## src/rtl/light_pkg.sv

```systemverilog
// Shared definitions for the pedestrian button conditioner and the light sequencer:
// request FSM state encoding and default timing constants.
package light_pkg;

  typedef logic [1:0] light_state_t;

  localparam light_state_t IDLE    = 2'd0;
  localparam light_state_t PENDING = 2'd1;
  localparam light_state_t HOLD    = 2'd2;

  localparam int DEF_DEBOUNCE_CYCLES = 16;
  localparam int DEF_TIMEOUT_CYCLES  = 1024;

endpackage

```

## src/rtl/ped_button_conditioner_btn_debounce.sv

```systemverilog
// Two-flop synchroniser, stability-counting debouncer and registered press strobe.
// btn_level_o changes only after DEBOUNCE_CYCLES consecutive disagreeing samples.
module btn_debounce #(
  parameter int DEBOUNCE_CYCLES = 16
) (
  input  logic clk,
  input  logic reset,
  input  logic btn_raw_i,
  output logic btn_level_o,
  output logic press_pulse_o
);

  localparam int CW = $clog2(DEBOUNCE_CYCLES);
  localparam logic [CW-1:0] CNT_LAST = CW'(DEBOUNCE_CYCLES - 1);

  logic          s1_q, s2_q;
  logic [CW-1:0] cnt_q, cnt_d;
  logic          level_q, level_d;
  logic          pulse_q, pulse_d;

  always_comb begin
    cnt_d   = cnt_q;
    level_d = level_q;
    pulse_d = 1'b0;
    if (s2_q == level_q) begin
      cnt_d = '0;
    end else if (cnt_q == CNT_LAST) begin
      // Pulse fires in the first cycle the new level is visible, rising edges only.
      level_d = s2_q;
      cnt_d   = '0;
      pulse_d = s2_q;
    end else begin
      cnt_d = cnt_q + 1'b1;
    end
  end

  always_ff @(posedge clk) begin
    if (reset) begin
      s1_q    <= 1'b0;
      s2_q    <= 1'b0;
      cnt_q   <= '0;
      level_q <= 1'b0;
      pulse_q <= 1'b0;
    end else begin
      s1_q    <= btn_raw_i;
      s2_q    <= s1_q;
      cnt_q   <= cnt_d;
      level_q <= level_d;
      pulse_q <= pulse_d;
    end
  end

  assign btn_level_o   = level_q;
  assign press_pulse_o = pulse_q;

endmodule

```

## src/rtl/ped_button_conditioner.sv

```systemverilog
// Pedestrian button conditioner: debounced press latched into a request held until req_ack.
// Optional self-clearing request timer is enabled by defining REQ_TIMEOUT_EN.
// Handshake: req is a level; the sequencer accepts it with a 1-cycle req_ack strobe,
// and req drops in the following cycle. req_ack outside PENDING has no effect.
module ped_button_conditioner
  import light_pkg::*;
#(
  parameter int DEBOUNCE_CYCLES = DEF_DEBOUNCE_CYCLES,
  parameter int TIMEOUT_CYCLES  = DEF_TIMEOUT_CYCLES,
  parameter int DROP_W          = 8
) (
  input  logic              clk,
  input  logic              reset,
  input  logic              btn_raw,
  input  logic              req_ack,
  output logic              req,
  output logic              btn_level,
  output logic              press_pulse,
  output logic [DROP_W-1:0] drop_cnt,
  output logic              req_timeout,
  output logic [1:0]        fsm_state_o
);

  light_state_t      state_q, state_d;
  logic [DROP_W-1:0] drop_q, drop_d;
  logic              req_q;

  btn_debounce #(
    .DEBOUNCE_CYCLES(DEBOUNCE_CYCLES)
  ) u_debounce (
    .clk          (clk),
    .reset        (reset),
    .btn_raw_i    (btn_raw),
    .btn_level_o  (btn_level),
    .press_pulse_o(press_pulse)
  );

`ifdef REQ_TIMEOUT_EN
  localparam int TW = $clog2(TIMEOUT_CYCLES);
  localparam logic [TW-1:0] TIMER_LAST = TW'(TIMEOUT_CYCLES - 1);
  logic [TW-1:0] timer_q, timer_d;
  logic          timeout_q, timeout_d;
`endif

  always_comb begin
    state_d = state_q;
    drop_d  = drop_q;
`ifdef REQ_TIMEOUT_EN
    timeout_d = 1'b0;
    // Counting only while PENDING means the timer is always zero on entry.
    timer_d   = (state_q == PENDING) ? timer_q + 1'b1 : '0;
`endif
    case (state_q)
      IDLE: begin
        if (press_pulse) state_d = PENDING;
      end
      PENDING: begin
        if (press_pulse && (drop_q != {DROP_W{1'b1}})) drop_d = drop_q + 1'b1;
        if (req_ack) begin
          state_d = HOLD;
`ifdef REQ_TIMEOUT_EN
        end else if (timer_q == TIMER_LAST) begin
          state_d   = IDLE;
          timeout_d = 1'b1;
`endif
        end
      end
      HOLD: begin
        if (!btn_level) state_d = IDLE;
      end
      default: state_d = IDLE;
    endcase
  end

  always_ff @(posedge clk) begin
    if (reset) begin
      state_q <= IDLE;
      drop_q  <= '0;
      req_q   <= 1'b0;
`ifdef REQ_TIMEOUT_EN
      timer_q   <= '0;
      timeout_q <= 1'b0;
`endif
    end else begin
      state_q <= state_d;
      drop_q  <= drop_d;
      req_q   <= (state_d == PENDING);
`ifdef REQ_TIMEOUT_EN
      timer_q   <= timer_d;
      timeout_q <= timeout_d;
`endif
    end
  end

  assign req         = req_q;
  assign drop_cnt    = drop_q;
  assign fsm_state_o = state_q;
`ifdef REQ_TIMEOUT_EN
  assign req_timeout = timeout_q;
`else
  assign req_timeout = 1'b0;
`endif

endmodule

```

## config.mk

```make
export PLATFORM = sky130hd
export DESIGN_NAME = ped_button_conditioner
export DESIGN_NICKNAME = d
export VERILOG_FILES = /design/src/rtl/light_pkg.sv /design/src/rtl/ped_button_conditioner_btn_debounce.sv /design/src/rtl/ped_button_conditioner.sv
export SDC_FILE = /design/constraint.sdc
export NUM_CORES = 1
export LEC_CHECK = 0
export CAP_MARGIN = 20
export CORE_UTILIZATION = 40
export CTS_CLUSTER_SIZE = 28
export DETAILED_ROUTE_END_ITERATION = 7
export GPL_ROUTABILITY_DRIVEN = 0
export PLACE_DENSITY = 0.68
export SLEW_MARGIN = 20
export SYNTH_ARGS = -nofsm -noshare
export SYNTH_HDL_FRONTEND = slang
export SYNTH_SLANG_ARGS = --single-unit
```

## constraint.sdc

```tcl
create_clock -name clk -period 1.4 [get_ports clk]
set_input_delay 0.28 -clock clk [delete_from_list [all_inputs] [get_ports clk]]
set_output_delay 0.28 -clock clk [all_outputs]
set_load 0.01 [all_outputs]
```

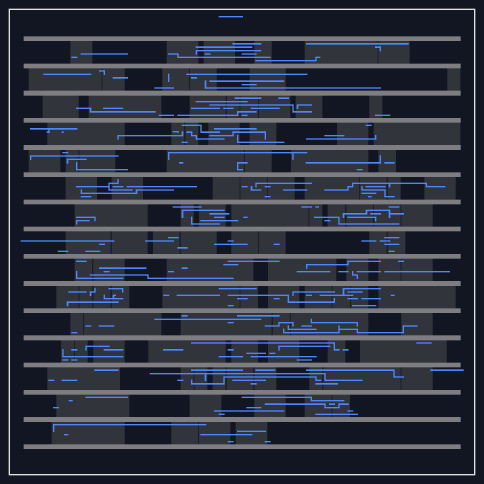
Fig. 1. Signal wires on met1.
Scale: 10 px per µm. Supply wires on this layer in grey. Cells faint in the background.
nets with wire on the layer: 105
wire length on this layer: 705 µm

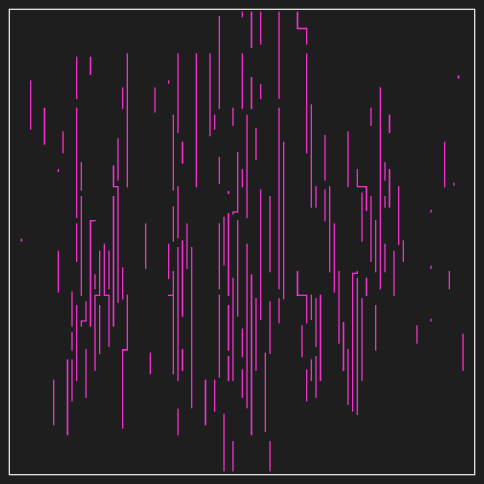
Fig. 2. Metal 2.
Scale: 10 px per µm.
share of all routed wire: 49%
nets with wire on the layer: 100
longest straight run: 20.1 µm

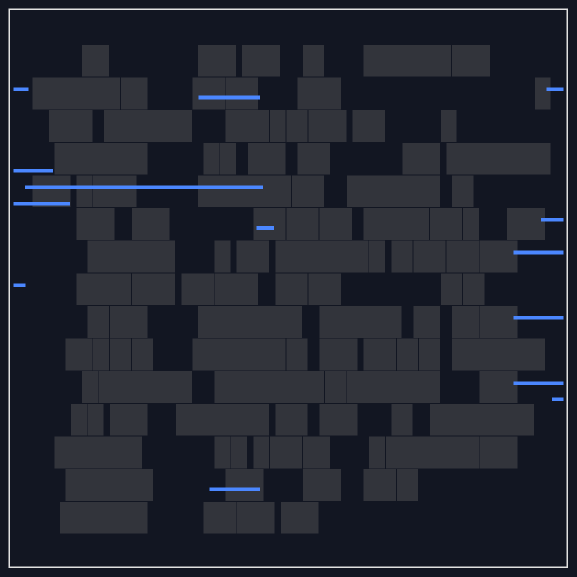
Fig. 3. Metal 3.
Scale: 12 px per µm. Cells faint in the background.
wire length on this layer: 53.5 µm
main direction: horizontal
nets with wire on the layer: 11
share of all routed wire: 3.4%
met3 usage: 4.71%
Final Routed Wirelength: 1580 µm
via count: 672

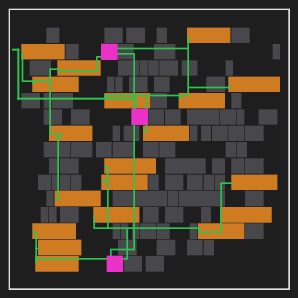
Fig. 4. Clock network drawn from the DEF.
Scale: 6 px per µm.
legend:
  clock-net drivers:
    colour: magenta
    count: 3
  clock wires:
    colour: green
    length: 246 µm
  flip-flops:
    colour: orange
    count: 19
flops lie: spread over the die
routed clock nets: 4

==> flow_summary.json <==
{
  "dp_slack_ns": 0.0201,
  "worstSetupStartpointType": "register",
  "topCellsByArea": "dfxtp_1, nor2_1, mux2i_1",
  "clockRootBuffer": "clkbuf_4",
  "fin_crit_sh_pct": 99.1,
  "setup_violations": 0,
  "worstSetupEndpointType": "register",
  "cellLeakagePower_uw": 0.000500,
  "slew_violations": 0,
  "drc": 0,
  "cts_made_buffers": 3,
  "crit_fanout": 9,
  "fp_nets": 88,
  "dpl.hpwl_um": 1170,
  "hp-start": "u_debounce.s1_q$_SDFF_PP0_",
  "row_count": 15,
  "cts_max_level": 1,
  "worstHoldPathType": "reg2reg",
  "final_cell_mix": "dlygate4sd2_1, buf_4, nor2_1, dfxtp_2, dfxtp_1",
  "arrival_ns": 1.63,
  "critPathLaunch": "drop_cnt[0]$_SDFFE_PP0P_",
  "fmax_mhz": 721,
  "dpl_cell_area_um2": 1080,
  "r2r-start": "drop_cnt[0]$_SDFFE_PP0P_",
  "ys_cells": 82,
  "nFillCells": 173,
  "post-synth-top-area-fraction_pct": 48.3,
  "vias_per_cell": 4.98,
  "edf_count": 0,
  "overflow": 0,
  "synthMuxAreaShare_pct": 3.81,
  "setup_ws_ns": 0.0133,
  "final_core_util_pct": 62.0,
  "fp.dieH_um": 46.4,
  "logic_family": "simple AND/OR/NAND/NOR gates",
  "grt_max_degree": 12,
  "synthDistinctLibCells": 29,
  "dieArea_um2": 2150,
  "synth.cellmix.compoundShare_pct": 10.6,
  "ys_chip_area_um2": 788,
  "finalInstanceArea_um2": 1110,
  "grt_pass1_vias": 650,
  "xor_area_share_pct": 6.67,
  "finalPower_uw": 851,
  "setup-tns-final_ns": 0,
  "netlist_instances": 82,
  "syn_to_final_growth_pct": 40.3,
  "antenna_found_initial": 0,
  "fa_ha_area_share_pct": 3.17,
  "drive_gt1_share_pct": 28.2,
  "final-instance-count-excl-fill": 135,
  "clk_pin_slew_ns": 0.11,
  "final_common_cell": "dlygate4sd2_1",
  "worstSetupPathType": "reg2reg",
  "ant_nets": 0,
  "die_w_um": 46.4,
  "grt_pass1_wl_um": 2610,
  "io_pins": 18,
  "rsz0062_at_grt": "yes",
  "yosys_warnings": 0,
  "outcome": "completed",
  "holdWs_ns": 0.452,
  "largest_reg_flops": 8,
  "timing.max_cap.violations": 0,
  "warnings": 27,
  "synth_area_um2": 788,
  "portBuffers": 16,
  "fin_nets": 117,
  "ys_ff": 19,
  "avgSynthCellArea_um2": 9.61,
  "period_minus_slack_ns": 1.39,
  "core-area_um2": 1780,
  "dr.pass1.iters": 3,
  "clock_sinks": 19,
  "worst_clock_skew_ns": 0.00477,
  "fp_util_pct": 44.2
}
==> routing by layer <==
layer,GRT usage [%],up-vias,share of wire (%)
li1,-,343,-
met1,19.2,311,45
met2,30.6,13,49
met3,4.71,5,3.4
met4,10.6,0,2.5
met5,0,-,0
==> path summary, 6_finish.rpt <==
path                                 to  slack, ns  cells after the start
max            drop_cnt[7]$_SDFFE_PP0P_       0.01                      5
min          u_debounce.s2_q$_SDFF_PP0_       0.45                      1
max reg2reg    drop_cnt[7]$_SDFFE_PP0P_       0.01                      5
min reg2reg  u_debounce.s2_q$_SDFF_PP0_       0.45                      1
==> synthesized netlist by cell type, types with 2 or more instances <==
master,n
or3_1,2
clkbuf_1,2
nor2b_1,3
mux2i_1,3
xor2_1,3
xnor2_1,3
ha_1,2
a21oi_1,3
nand3_1,6
nor2_1,9
dfxtp_1,19
inv_1,2
or4_1,2
nor3_1,3
nand2_1,4
o21ai_0,3
==> timing repair <==
action	4_1_cts	5_1_grt
setup buffers	0	0
endpoints found under the setup margin	15	4
hold buffers	0	0
resized	24	0
pin swaps	1	0
hold endpoints to repair	0	0
==> critical path: stages (launching register included) <==
cell,delay [ns]
dfxtp_2,0.35
ha_4,0.17
nand4_4,0.11
o21bai_4,0.10
or4_1,0.47
a21oi_1,0.13
==> power breakdown <==
part           switching (µW)  internal, µW  total [µW]  leakage [µW]
Clock                     172           111         284     0.0000150
Sequential               1.96           538         540      0.000161
Combinational            13.3          14.3        27.6      0.000325
==> layout make-up <==
cell class	count	area share [%]
multi-input cells	58	37.2
flip-flops and latches	19	36.4
well taps	25	2.83
clock buffers	4	2.38
inverters	2	0.679
repair buffers	27	20.5
No activity file was given, so power comes from the tool's default toggle rates.
